`src/rtl/mem_arb_if.sv`:
```
// mem_arb_if: requester-side and memory-side signals of the data-memory arbiter.
// Latency: none, wires only.
// Backpressure: requesters hold req until their ack; the memory side never stalls.
interface mem_arb_if #(
   parameter int HBIT_ADDR = 15,
   parameter int HBIT_DATA = 15
);
   logic               iw_req0;
   logic [HBIT_ADDR:0] iw_addr0;
   logic               iw_req1;
   logic               iw_we1;
   logic [HBIT_ADDR:0] iw_addr1;
   logic [HBIT_DATA:0] iw_wdata1;
   logic               ow_ack0;
   logic               ow_ack1;
   logic [HBIT_DATA:0] ow_rdata;
   logic               ow_mem_en;
   logic               ow_mem_we;
   logic [HBIT_ADDR:0] ow_mem_addr;
   logic [HBIT_DATA:0] ow_mem_wdata;
   logic [HBIT_DATA:0] iw_mem_rdata;
   logic               ow_busy;

   // arbiter side
   modport slave (
      input  iw_req0, iw_addr0, iw_req1, iw_we1, iw_addr1, iw_wdata1, iw_mem_rdata,
      output ow_ack0, ow_ack1, ow_rdata, ow_mem_en, ow_mem_we, ow_mem_addr,
             ow_mem_wdata, ow_busy
   );

   // requesters plus memory macro side
   modport master (
      output iw_req0, iw_addr0, iw_req1, iw_we1, iw_addr1, iw_wdata1, iw_mem_rdata,
      input  ow_ack0, ow_ack1, ow_rdata, ow_mem_en, ow_mem_we, ow_mem_addr,
             ow_mem_wdata, ow_busy
   );
endinterface

```
`src/rtl/mem_arb.sv`:
```
// mem_arb: shares one data-memory port between fetch (req0) and memory stage (req1).
// Latency: store acked 2 cycles after the grant-sampling cycle, load 2+RD_LAT; one outstanding.
// Backpressure: requests are held until ack; losers and requests arriving while busy wait.
// Build option MEM_ARB_PRIO_MO_EN: fixed priority, req1 wins ties, no round-robin pointer.
module mem_arb #(
   parameter int RD_LAT    = 2,
   parameter int HBIT_ADDR = 15,
   parameter int HBIT_DATA = 15
) (
   input  logic     iw_clk,
   input  logic     iw_rst,
   mem_arb_if.slave bus
);
   typedef enum logic [1:0] {S_IDLE, S_ISSUE, S_WAIT, S_ACK} state_t;

   // remaining S_WAIT cycles after the issue cycle; RD_LAT is limited to 1..7
   localparam logic [2:0] WAIT_INIT = 3'(RD_LAT - 1);

   state_t             state, state_nxt;
   logic [2:0]         wait_cnt, wait_cnt_nxt;
   logic               gnt_id;
   logic               lat_we;
   logic [HBIT_ADDR:0] lat_addr;
   logic [HBIT_DATA:0] lat_wdata;
   logic [HBIT_DATA:0] rdata_q;
   logic               any_req;
   logic               grant;
   logic               pick1;

   assign any_req = bus.iw_req0 | bus.iw_req1;
   assign grant   = (state == S_IDLE) & any_req;

`ifdef MEM_ARB_PRIO_MO_EN
   assign pick1 = bus.iw_req1;
`else
   // rr_ptr names the requester that wins the next tie; it starts at fetch and,
   // after every grant, points at the requester that was not just served
   logic rr_ptr;

   assign pick1 = bus.iw_req1 & (~bus.iw_req0 | rr_ptr);

   // advance tie preference on every grant
   always_ff @(posedge iw_clk or posedge iw_rst) begin
      if (iw_rst)     rr_ptr <= 1'b0;
      else if (grant) rr_ptr <= ~pick1;
   end
`endif

   // state and wait counter registers
   always_ff @(posedge iw_clk or posedge iw_rst) begin
      if (iw_rst) begin
         state    <= S_IDLE;
         wait_cnt <= 3'd0;
      end else begin
         state    <= state_nxt;
         wait_cnt <= wait_cnt_nxt;
      end
   end

   // next state: idle -> issue -> (wait) -> ack -> idle
   always_comb begin
      state_nxt    = state;
      wait_cnt_nxt = wait_cnt;
      case (state)
         S_IDLE:  if (any_req) state_nxt = S_ISSUE;
         S_ISSUE: begin
            if (lat_we) begin
               state_nxt = S_ACK;
            end else begin
               state_nxt    = S_WAIT;
               wait_cnt_nxt = WAIT_INIT;
            end
         end
         S_WAIT: begin
            if (wait_cnt == 3'd0) state_nxt = S_ACK;
            else                  wait_cnt_nxt = wait_cnt - 3'd1;
         end
         S_ACK:   state_nxt = S_IDLE;
         default: state_nxt = S_IDLE;
      endcase
   end

   // latch the winner's command at grant; later input changes are ignored
   always_ff @(posedge iw_clk or posedge iw_rst) begin
      if (iw_rst) begin
         gnt_id    <= 1'b0;
         lat_we    <= 1'b0;
         lat_addr  <= '0;
         lat_wdata <= '0;
      end else if (grant) begin
         gnt_id    <= pick1;
         lat_we    <= pick1 & bus.iw_we1;
         lat_addr  <= pick1 ? bus.iw_addr1 : bus.iw_addr0;
         lat_wdata <= pick1 ? bus.iw_wdata1 : '0;
      end
   end

   // read data captured on the last wait cycle, cleared by a write
   always_ff @(posedge iw_clk or posedge iw_rst) begin
      if (iw_rst)                                   rdata_q <= '0;
      else if (state == S_WAIT && wait_cnt == 3'd0) rdata_q <= bus.iw_mem_rdata;
      else if (state == S_ISSUE && lat_we)          rdata_q <= '0;
   end

   // memory-side fields are gated to the issue cycle so they are 0 otherwise
   assign bus.ow_mem_en    = (state == S_ISSUE);
   assign bus.ow_mem_we    = (state == S_ISSUE) & lat_we;
   assign bus.ow_mem_addr  = (state == S_ISSUE) ? lat_addr : '0;
   assign bus.ow_mem_wdata = (state == S_ISSUE) ? lat_wdata : '0;
   assign bus.ow_ack0      = (state == S_ACK) & ~gnt_id;
   assign bus.ow_ack1      = (state == S_ACK) & gnt_id;
   assign bus.ow_rdata     = rdata_q;
   assign bus.ow_busy      = (state != S_IDLE);
endmodule
```
`src/flat_wrapper.sv`:
```
// flat-port wrapper written by rule: the top's interface ports become plain ports
module mem_arb_flat 
#(
   parameter int RD_LAT    = 2,
   parameter int HBIT_ADDR = 15,
   parameter int HBIT_DATA = 15
)
  (iw_clk, iw_rst, bus_iw_req0, bus_iw_addr0, bus_iw_req1, bus_iw_we1, bus_iw_addr1, bus_iw_wdata1, bus_iw_mem_rdata, bus_ow_ack0, bus_ow_ack1, bus_ow_rdata, bus_ow_mem_en, bus_ow_mem_we, bus_ow_mem_addr, bus_ow_mem_wdata, bus_ow_busy);
  mem_arb_if #(.HBIT_ADDR(HBIT_ADDR), .HBIT_DATA(HBIT_DATA)) bus_i ();
  input  logic iw_clk;
  input  logic iw_rst;
  input wire logic [$bits(bus_i.iw_req0)-1:0] bus_iw_req0;
  input wire logic [$bits(bus_i.iw_addr0)-1:0] bus_iw_addr0;
  input wire logic [$bits(bus_i.iw_req1)-1:0] bus_iw_req1;
  input wire logic [$bits(bus_i.iw_we1)-1:0] bus_iw_we1;
  input wire logic [$bits(bus_i.iw_addr1)-1:0] bus_iw_addr1;
  input wire logic [$bits(bus_i.iw_wdata1)-1:0] bus_iw_wdata1;
  input wire logic [$bits(bus_i.iw_mem_rdata)-1:0] bus_iw_mem_rdata;
  output wire logic [$bits(bus_i.ow_ack0)-1:0] bus_ow_ack0;
  output wire logic [$bits(bus_i.ow_ack1)-1:0] bus_ow_ack1;
  output wire logic [$bits(bus_i.ow_rdata)-1:0] bus_ow_rdata;
  output wire logic [$bits(bus_i.ow_mem_en)-1:0] bus_ow_mem_en;
  output wire logic [$bits(bus_i.ow_mem_we)-1:0] bus_ow_mem_we;
  output wire logic [$bits(bus_i.ow_mem_addr)-1:0] bus_ow_mem_addr;
  output wire logic [$bits(bus_i.ow_mem_wdata)-1:0] bus_ow_mem_wdata;
  output wire logic [$bits(bus_i.ow_busy)-1:0] bus_ow_busy;
  assign bus_i.iw_req0 = bus_iw_req0;
  assign bus_i.iw_addr0 = bus_iw_addr0;
  assign bus_i.iw_req1 = bus_iw_req1;
  assign bus_i.iw_we1 = bus_iw_we1;
  assign bus_i.iw_addr1 = bus_iw_addr1;
  assign bus_i.iw_wdata1 = bus_iw_wdata1;
  assign bus_i.iw_mem_rdata = bus_iw_mem_rdata;
  assign bus_ow_ack0 = bus_i.ow_ack0;
  assign bus_ow_ack1 = bus_i.ow_ack1;
  assign bus_ow_rdata = bus_i.ow_rdata;
  assign bus_ow_mem_en = bus_i.ow_mem_en;
  assign bus_ow_mem_we = bus_i.ow_mem_we;
  assign bus_ow_mem_addr = bus_i.ow_mem_addr;
  assign bus_ow_mem_wdata = bus_i.ow_mem_wdata;
  assign bus_ow_busy = bus_i.ow_busy;
  mem_arb #(.RD_LAT(RD_LAT), .HBIT_ADDR(HBIT_ADDR), .HBIT_DATA(HBIT_DATA)) u_core (.iw_clk(iw_clk), .iw_rst(iw_rst), .bus(bus_i));
endmodule
```
`config.mk`:
```
export PLATFORM = sky130hd
export DESIGN_NAME = mem_arb_flat
export DESIGN_NICKNAME = d
export VERILOG_FILES = /design/src/rtl/mem_arb_if.sv /design/src/rtl/mem_arb.sv /design/src/flat_wrapper.sv
export SDC_FILE = /design/constraint.sdc
export NUM_CORES = 1
export LEC_CHECK = 0
export CAP_MARGIN = 40
export CELL_PAD_IN_SITES_DETAIL_PLACEMENT = 1
export CELL_PAD_IN_SITES_GLOBAL_PLACEMENT = 2
export CORE_MARGIN = 1
export CORE_UTILIZATION = 40
export DETAILED_ROUTE_END_ITERATION = 6
export DONT_BUFFER_PORTS = 1
export HOLD_SLACK_MARGIN = 0.15
export PLACE_DENSITY = 0.85
export SYNTH_ARGS = -nofsm -noshare
export SYNTH_HDL_FRONTEND = slang
export SYNTH_SLANG_ARGS = --single-unit
```
`constraint.sdc`:
```
create_clock -name iw_clk -period 4.11 [get_ports iw_clk]
set_input_delay 0.822 -clock iw_clk [delete_from_list [all_inputs] [get_ports iw_clk]]
set_output_delay 0.822 -clock iw_clk [all_outputs]
set_load 0.05 [all_outputs]
```
==> run notes, run 1 <==
The layout was made with Yosys and OpenROAD.

The last timing report of the flow puts the setup violation total at 0. Per the synthesis report, the number of distinct cell types is 31. The chip occupies between 6000 and 7000 sq um.

For this run, the script counts the antenna cells in the layout as 0. The post-synth count of flops with an enable pin is 0. The warning total across the stage logs is 30. The largest family of logic cells by area is AND-OR/OR-AND gates. Counting flops and latches in the post-synthesis netlist gives ~56. A synthesized cell averages between 10 and 15 sq um. Per the OpenROAD floorplan log, the height of the die is about 82 microns. The routed wire length on met3 is 381 microns. Of the total synthesized cell area, the portion taken by full adders, half adders and majority gates is 0.0292. The power density over the cells is slightly above 900 nW/um^2. Detailed routing placed a total of 2920 microns of wire on met2. Summed over all sequential cells, the power is 1.14 mW. The destination of the worst register-to-register timing path is u_core.wait_cnt[0].

Non-clock buffers in the final layout number 5. The total CTS buffers is 5. The H-tree depth is 2. The floorplan die width is between 80 and 90 microns. The tally of nets with antenna violations remaining after routing is 0.

The run finished with clean final reports. The root cell of the clock tree is clkbuf_8. The startpoint kind of the worst setup timing path is a flop. The filler cells instantiated in the layout total between 600 and 700.

The cell sequence reported for the critical path is inv_1 > ha_2 > nand2_1 > inv_1. The sum of negative setup slack is 0 ns. For this run, the slowest stage of the critical path takes between 0.7 and 0.8 ns.

Of the post-synthesis cell area, the dominant cell type holds 0.545. In the post-route analysis, the smallest setup slack over all paths is 0.950 ns. The flow measured a signed area growth from synthesis to layout of 5.99%. After routing the design area is between 2000 and 3000 sq um. The total cells reported by yosys after synthesis is approximately 210. Of all power groups, the one with the highest power is sequential cells. The total of hold buffers inserted after clock tree synthesis is 0. Looking at the worst setup and hold paths, the clock pins of their registers show a slew of ~0.1 ns. The total chip power is approximately 2.5 mW. The worst min-delay path category is in2async. The storage element area is 1400 sq um. The net switching power is between 1 and 1.5 mW. The combinational logic power is between 1 and 1.5 mW. The post-CTS setup repair buffer count is 0.

Final hold analysis gives a worst-case slack of between 0.3 and 0.4 ns. The routed via count divided by cell count is 6.04.
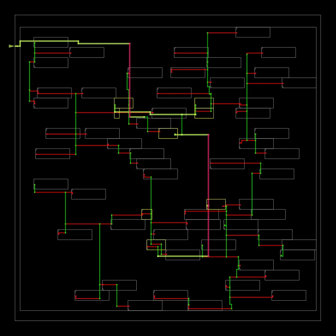
(run_1/final_clocks.png)
clock network power: 317 uW
Latency at later pin: 0.31 ns
number of clock buffers in the layout: 7
sinks on the clock net: 56
final sequential cell count: 56

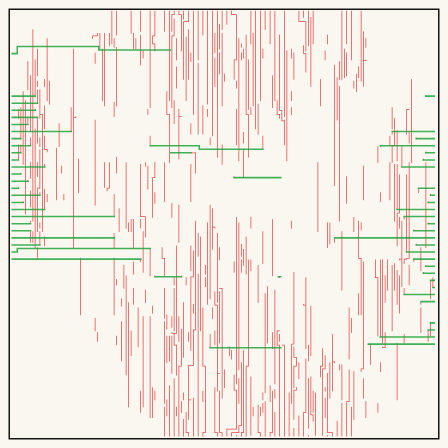
(run_1/metal_stack.png)
Two of the layers only.
color	layer	wire length
red	met2	2920 microns
green	met3	381 microns
routed length per instance: 21.3 microns
Overall Global Routing Usage: 0.183
vias: 1714
total length of routed wires: 6050 microns

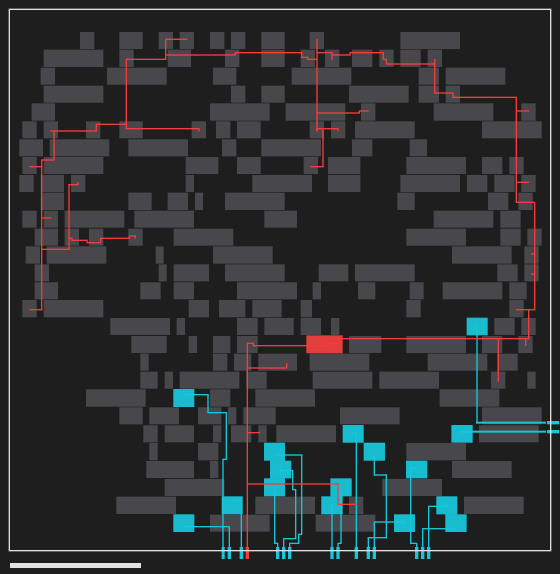
(run_1/port_nets.png)
The bar under the picture is 20 microns long.
color	port	bits	direction	edge	end cells	buffers	wire
cyan	`bus_iw_mem_rdata`	16	input	14 bottom, 2 right	16	0	226 microns
red	`bus_ow_mem_en`	1	output	bottom	1	0	363 microns
ports placed on the boundary: 122
input/output buffers: 0

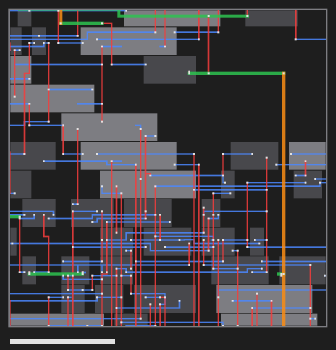
(run_1/zoom.png)
The bar under the picture is 10 microns long. Window x 26 to 56, y 26 to 56 microns. Cells in gray, sequential cells in the stronger gray; small squares are vias.
color	layer
green	met3
blue	met1
red	met2
orange	met4
netlist names of flops here include	`u_core.bus.ow_rdata` (2), `u_core.lat_addr` (2), `u_core.state` (2)
cells with their middle in the window	32
sequential cells in the window	7
most frequent	dfrtp_1 (7), ha_1 (3), clkbuf_8 (3)

## Run 2: what changed since run 1
CORE_UTILIZATION = 34   (was 40)
PLACE_DENSITY = 0.77   (was 0.85)
clock period = 2.9 ns   (was 4.11 ns; I/O delays follow)
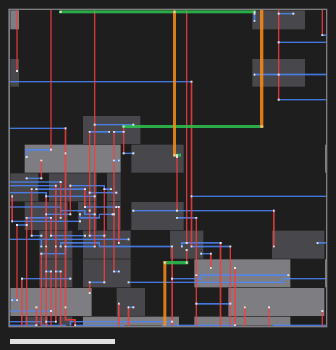
(run_2/zoom.png)
The bar under the picture is 10 microns long. Window x 29 to 59, y 29 to 59 microns. Cells in gray, sequential cells in the stronger gray; small squares are vias.
color	layer
blue	met1
red	met2
green	met3
orange	met4
cells with their middle in the window	22
netlist names of flops here include	`u_core.state` (2)
most frequent	clkbuf_8 (5), dfrtp_1 (4), ha_1 (3)
sequential cells in the window	4

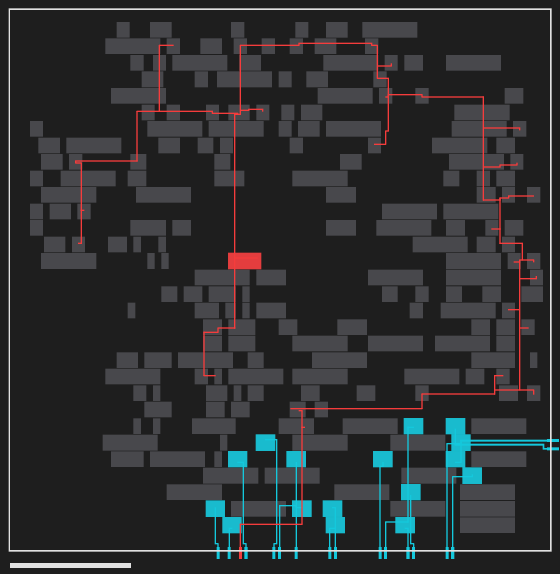
(run_2/port_nets.png)
The bar under the picture is 20 microns long.
color	port	bits	direction	edge	end cells	buffers	wire
red	`bus_ow_mem_en`	1	output	bottom	1	1	363 microns
cyan	`bus_iw_mem_rdata`	16	input	14 bottom, 2 right	16	0	207 microns

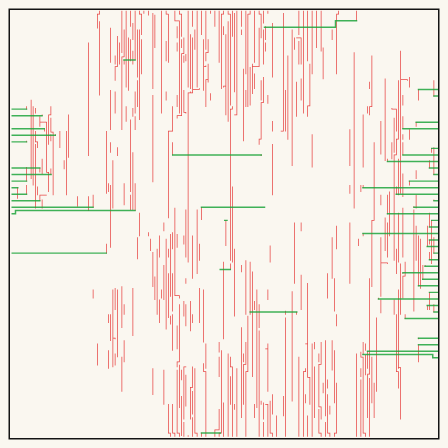
(run_2/metal_stack.png)
Two of the layers only.
color	layer	wire length
red	met2	3010 microns
green	met3	372 microns
total length of routed wires: 6120 microns
vias: 1681

==> run 2 against run 1 <==
Effect of this change:
- utilization decreased by 6.6 points
- hold slack improved by 0.022 ns
- clock skew decreased by 0.0020 ns
- power increased by 42%
- clock power increased by about 40%
- first-iteration DRC count decreased by 6.3%
- global-route usage decreased by 3.1 points
- synthesized cell count unchanged
- critical path depth unchanged
- register-to-register slack got worse by 1.0 ns
- critical endpoint unchanged
==> run notes, run 2 <==
The layout was made with Yosys and OpenROAD.

The total chip power is 3.59 mW. The power density over the cells is ~1300 nW/um^2. The biggest cell delay along the critical path is around 0.53 ns. The flow ran to the end, and the final reports show no timing, DRC or antenna violations. The filler cells instantiated in the layout total ~810. In the finished design the tool counted flip-flops and latches totalling between 50 and 60.

In the final layout, excluding clock buffers the buffer count is 8. The synthesized netlist contains 31 unique library cells. The area growth from synthesis to layout is 8.76%. The clock network consumes a total of 444 uW. The final antenna diode tally reported by the flow is 0. The final layout report lists a clock buffer count of 6. The clock slew at the register clock pins of the worst setup and hold paths is roughly 0.10 ns. The finished cells cover 2800 sq um.

In this run the mean area of a mapped cell was between 10 and 15 sq um. Final hold analysis gives a worst-case slack of 0.413 ns. The tally of nets with antenna violations remaining after routing is 0. The area fraction in full adders, half adders and majority gates is 0.0292. The largest share of the power goes to sequential cells. The met2 layer wire length in the routed design is roughly 3000 microns.

The chip footprint is just under 8000 sq um. The most critical min-delay path falls under in2reg.
Power figures rest on the tool's default switching activity, not on a simulated workload.
